--- src/rtl/seq_mul16.sv ---
// rtl/seq_mul16.sv - 16x16 shift-add sequential multiplier, signed or unsigned
// Sign-magnitude core: operands are reduced to magnitudes at capture, result re-signed at DONE entry.
module seq_mul16 (
  input  logic        clk,
  input  logic        reset,
  input  logic        start,
  input  logic        signed_mode,
  input  logic [15:0] a,
  input  logic [15:0] b,
  output logic        busy,
  output logic        done,
  output logic [31:0] product
);

  typedef enum logic [1:0] {
    S_IDLE = 2'd0,
    S_RUN  = 2'd1,
    S_DONE = 2'd2
  } state_t;

  state_t      r_state;
  state_t      w_state_next;
  logic [3:0]  r_cnt;
  logic [15:0] r_mcand;
  logic [15:0] r_acc;
  logic [15:0] r_mult;
  logic        r_neg;
  logic [31:0] r_product;

  logic        w_capture;
  logic        w_step;
  logic        w_finish;
  logic        w_a_neg;
  logic        w_b_neg;
  logic [15:0] w_a_mag;
  logic [15:0] w_b_mag;
  logic [16:0] w_sum;
  logic [15:0] w_acc_next;
  logic [15:0] w_mult_next;
  logic [31:0] w_mag;
  logic [31:0] w_result;

  assign w_a_neg = signed_mode & a[15];
  assign w_b_neg = signed_mode & b[15];
  assign w_a_mag = w_a_neg ? (~a + 16'd1) : a;
  assign w_b_mag = w_b_neg ? (~b + 16'd1) : b;

  // The 17th sum bit is the carry that shifts into the accumulator MSB.
  assign w_sum       = {1'b0, r_acc} + (r_mult[0] ? {1'b0, r_mcand} : 17'd0);
  assign w_acc_next  = w_sum[16:1];
  assign w_mult_next = {w_sum[0], r_mult[15:1]};
  assign w_mag       = {w_acc_next, w_mult_next};
  assign w_result    = r_neg ? (~w_mag + 32'd1) : w_mag;

  assign product = r_product;

  always_ff @(posedge clk) begin
    if (reset) begin
      r_state <= S_IDLE;
    end else begin
      r_state <= w_state_next;
    end
  end

  always_comb begin
    w_state_next = r_state;
    busy         = 1'b0;
    done         = 1'b0;
    w_capture    = 1'b0;
    w_step       = 1'b0;
    w_finish     = 1'b0;
    case (r_state)
      S_IDLE: begin
        if (start) begin
          w_capture    = 1'b1;
          w_state_next = S_RUN;
        end
      end
      S_RUN: begin
        busy   = 1'b1;
        w_step = 1'b1;
        if (r_cnt == 4'd15) begin
          w_finish     = 1'b1;
          w_state_next = S_DONE;
        end
      end
      S_DONE: begin
        done         = 1'b1;
        w_state_next = S_IDLE;
      end
      default: begin
        w_state_next = S_IDLE;
      end
    endcase
  end

  always_ff @(posedge clk) begin
    if (reset) begin
      r_cnt     <= 4'd0;
      r_mcand   <= 16'd0;
      r_acc     <= 16'd0;
      r_mult    <= 16'd0;
      r_neg     <= 1'b0;
      r_product <= 32'd0;
    end else begin
      if (w_capture) begin
        r_cnt   <= 4'd0;
        r_mcand <= w_a_mag;
        r_mult  <= w_b_mag;
        r_acc   <= 16'd0;
        r_neg   <= w_a_neg ^ w_b_neg;
      end else if (w_step) begin
        r_cnt  <= r_cnt + 4'd1;
        r_acc  <= w_acc_next;
        r_mult <= w_mult_next;
      end
      if (w_finish) begin
        r_product <= w_result;
      end
    end
  end

endmodule
--- config.mk ---
export PLATFORM = sky130hd
export DESIGN_NAME = seq_mul16
export DESIGN_NICKNAME = d
export VERILOG_FILES = /design/src/rtl/seq_mul16.sv
export SDC_FILE = /design/constraint.sdc
export NUM_CORES = 1
export LEC_CHECK = 0
export CAP_MARGIN = 10
export CORE_ASPECT_RATIO = 1.25
export CORE_MARGIN = 3
export CORE_UTILIZATION = 51
export DETAILED_ROUTE_END_ITERATION = 16
export PLACE_DENSITY = 0.77
export SLEW_MARGIN = 20
export SYNTH_ARGS = -nofsm -noshare
export SYNTH_HDL_FRONTEND = slang
export SYNTH_SLANG_ARGS = --single-unit
--- constraint.sdc ---
create_clock -name clk -period 3.41 [get_ports clk]
set_input_delay 1.023 -clock clk [delete_from_list [all_inputs] [get_ports clk]]
set_output_delay 1.023 -clock clk [all_outputs]
set_load 0.01 [all_outputs]
clock_map.png
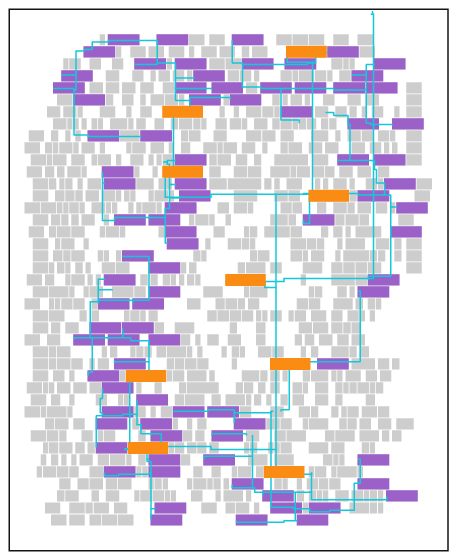
[purple] flip-flops | count: 87
[orange] cells driving clock nets | count: 9
[cyan] clock wires | length: 1070 µm
flops lie: all over the die
portion of total power attributed to the clock network: 37.5%
clk_lat worst skew: 0.35 ns
power in the clock group: 929 µW

final_clocks.png
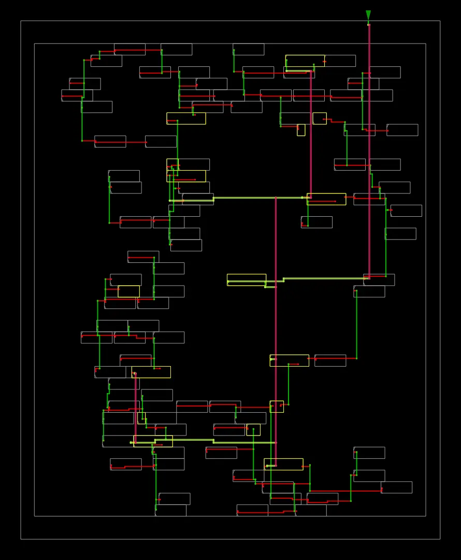
clock buffer count from CTS: 9
seq_cells: 87
setup clock skew after layout: 0.008126 ns

==> CHANGELOG.md <==
### Metrics

* Number of instances resized during post-cts repair at 0
* Async set-reset flop share out of synthesis at 0%
* Top power consumer group: sequential cells
* Tot Pwr at 2480 µW
* Crit path DAT at 3.50 ns
* Fp_density at 53.56%
* TritonCTS clock tree: yes
* RePlAce Congestion at 1.009
* Clock distribution area overhead in the final layout at approximately 4.2%
* Wire length of the first global-routing pass at 24850 µm
* Largest net degree at the start of global routing at between 60 and 70
* Post-synthesis instance total at between 700 and 800
* Library cells used by synthesis at 63
* DR pass1 iterations at 5
* RSZ-0062 raised after global routing: yes
* Flip-flop and latch area at 1742 µm²
* Mux frac, synth at less than 1%
* Endpoint of the worst-slack reg-to-reg timing path: product[30]
* Count of cell instances traversed by the critical path at 13
* Final hold violation count at 0
* Wire per inst at 16.66 µm
* Clock root buffer: sky130_fd_sc_hd__clkbuf_16
* Power Density at 365.8 nW/µm²
* Count of fill cells added during filler insertion at 910
* Vias/cell at 5.911
* Total number of vias at between 5k and 6k
* Comb area at 3618 µm²
* Primary FF master, synth: sky130_fd_sc_hd__dfxtp_1
* Number of max-cap violations at 0
* Cells along the critical path: buf_4, and2_1, ha_2, a2111o_1, a31o_2, a211oi_1, a21oi_1, buf_4, xor2_1, buf_4, nor4_2, o311ai_1, a21oi_1
* Number of design rule violations left after detail routing at 0
* Origin of the critical flop-to-flop path: r_mult[0]
* Cell count after placement at 895
* Setup-failing EPs final at 0
* Tally of buffers added on design ports at between 60 and 70
* Complex Gates by Area at 24.24%
* Count of buffers not belonging to the clock network in the layout at 99
* Number of non-clock inverters in the layout at 17
* Area growth from synthesis to layout at 22.75%
* Clk sinks at 87
* Synth logic family: simple AND/OR/NAND/NOR gates
* Post-synth design cell area at 5523 µm²
* Part of the power in combinational logic at 17.9%
* Termination of the worst setup path: product[30]
* Count of instantiated cells in the yosys netlist at 711
* Cells taking the most area after synthesis: sky130_fd_sc_hd__dfxtp_1 (32%), sky130_fd_sc_hd__xor2_1 (7.1%), sky130_fd_sc_hd__nand2_1 (6.3%)
* Starting DRT DRC Count at 254
* Largest contributor to cell area by class: logic gates
* Combinational power at roughly 440 µW
* Well Taps at approximately 130
* CP endpoint kind: register
* Non-clk buf share at roughly 13%
* Class of the most critical hold timing path: reg2reg
* Post-Syn Nets at 768
* Register-to-register path setup slack at 0.18 ns
* Share of synthesized cell area in and, or, nand and nor gates at 25.12%
* Result of the run: finished clean
* Static leakage at around 0.0026 µW
* Bufs on Longest Clock Path at 2
* Largest stage delay, worst path at 0.42 ns
* Boundary pin count at approximately 70
* Final worst path period need at 3.226 ns
* Highest achievable clock rate at 310.0 MHz
* Nets at 836
* Area reported by Yosys stat at 5523 µm²
* Avg Synthesized Cell Area at 7.768 µm²
* Number of multi-input combinational cells in the layout at 565
* Antenna diode count at 0
* Critical hold path startpoint: product[23]
* Die footprint at about 12000 µm²
* Htree depth at 3
cell_classes.png
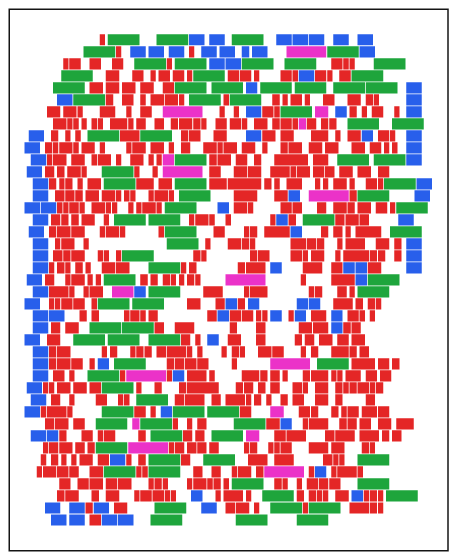
| color | class | cells | share of their area |
|---|---|---|---|
| blue | other buffers and delay cells | 99 | 14% |
| magenta | clock drivers and dummy loads | 16 | 4.3% |
| green | flip-flops | 87 | 26% |
| red | all other logic | 582 | 56% |
final standard cell area without fillers: 6779 µm²
number of placement rows: 41
share of cell area taken by flip-flops and latches: 25.69%
Placeable Area: 10310 µm²

[metal layers]
layer,global-route usage [%],vias to the layer above,share of wire [%]
met2,44.16,169,49
met4,14.86,0,4.6
met1,29.40,2482,42
met5,0,-,0
li1,-,2694,-
met3,2.843,52,4.2
[through the flow]
step                setup slack (ns)  area (µm²)  utilization [%]
finish                        0.1842        6779            65.74
CTS                           0.1270        6711            65.09
global route                -0.02816        6779            65.74
global placement              0.1893        6429            62.35
floorplan                     0.1725        5523                -
detailed placement            0.1426        6429            62.35
[flip-flops by register name, indices dropped and copies added, names as in the netlist]
register  cells
product      32
r_acc        16
r_mcand      16
r_mult       16
r_cnt         4
r_state       2
r_neg         1
Power and IR drop assume default switching activity.
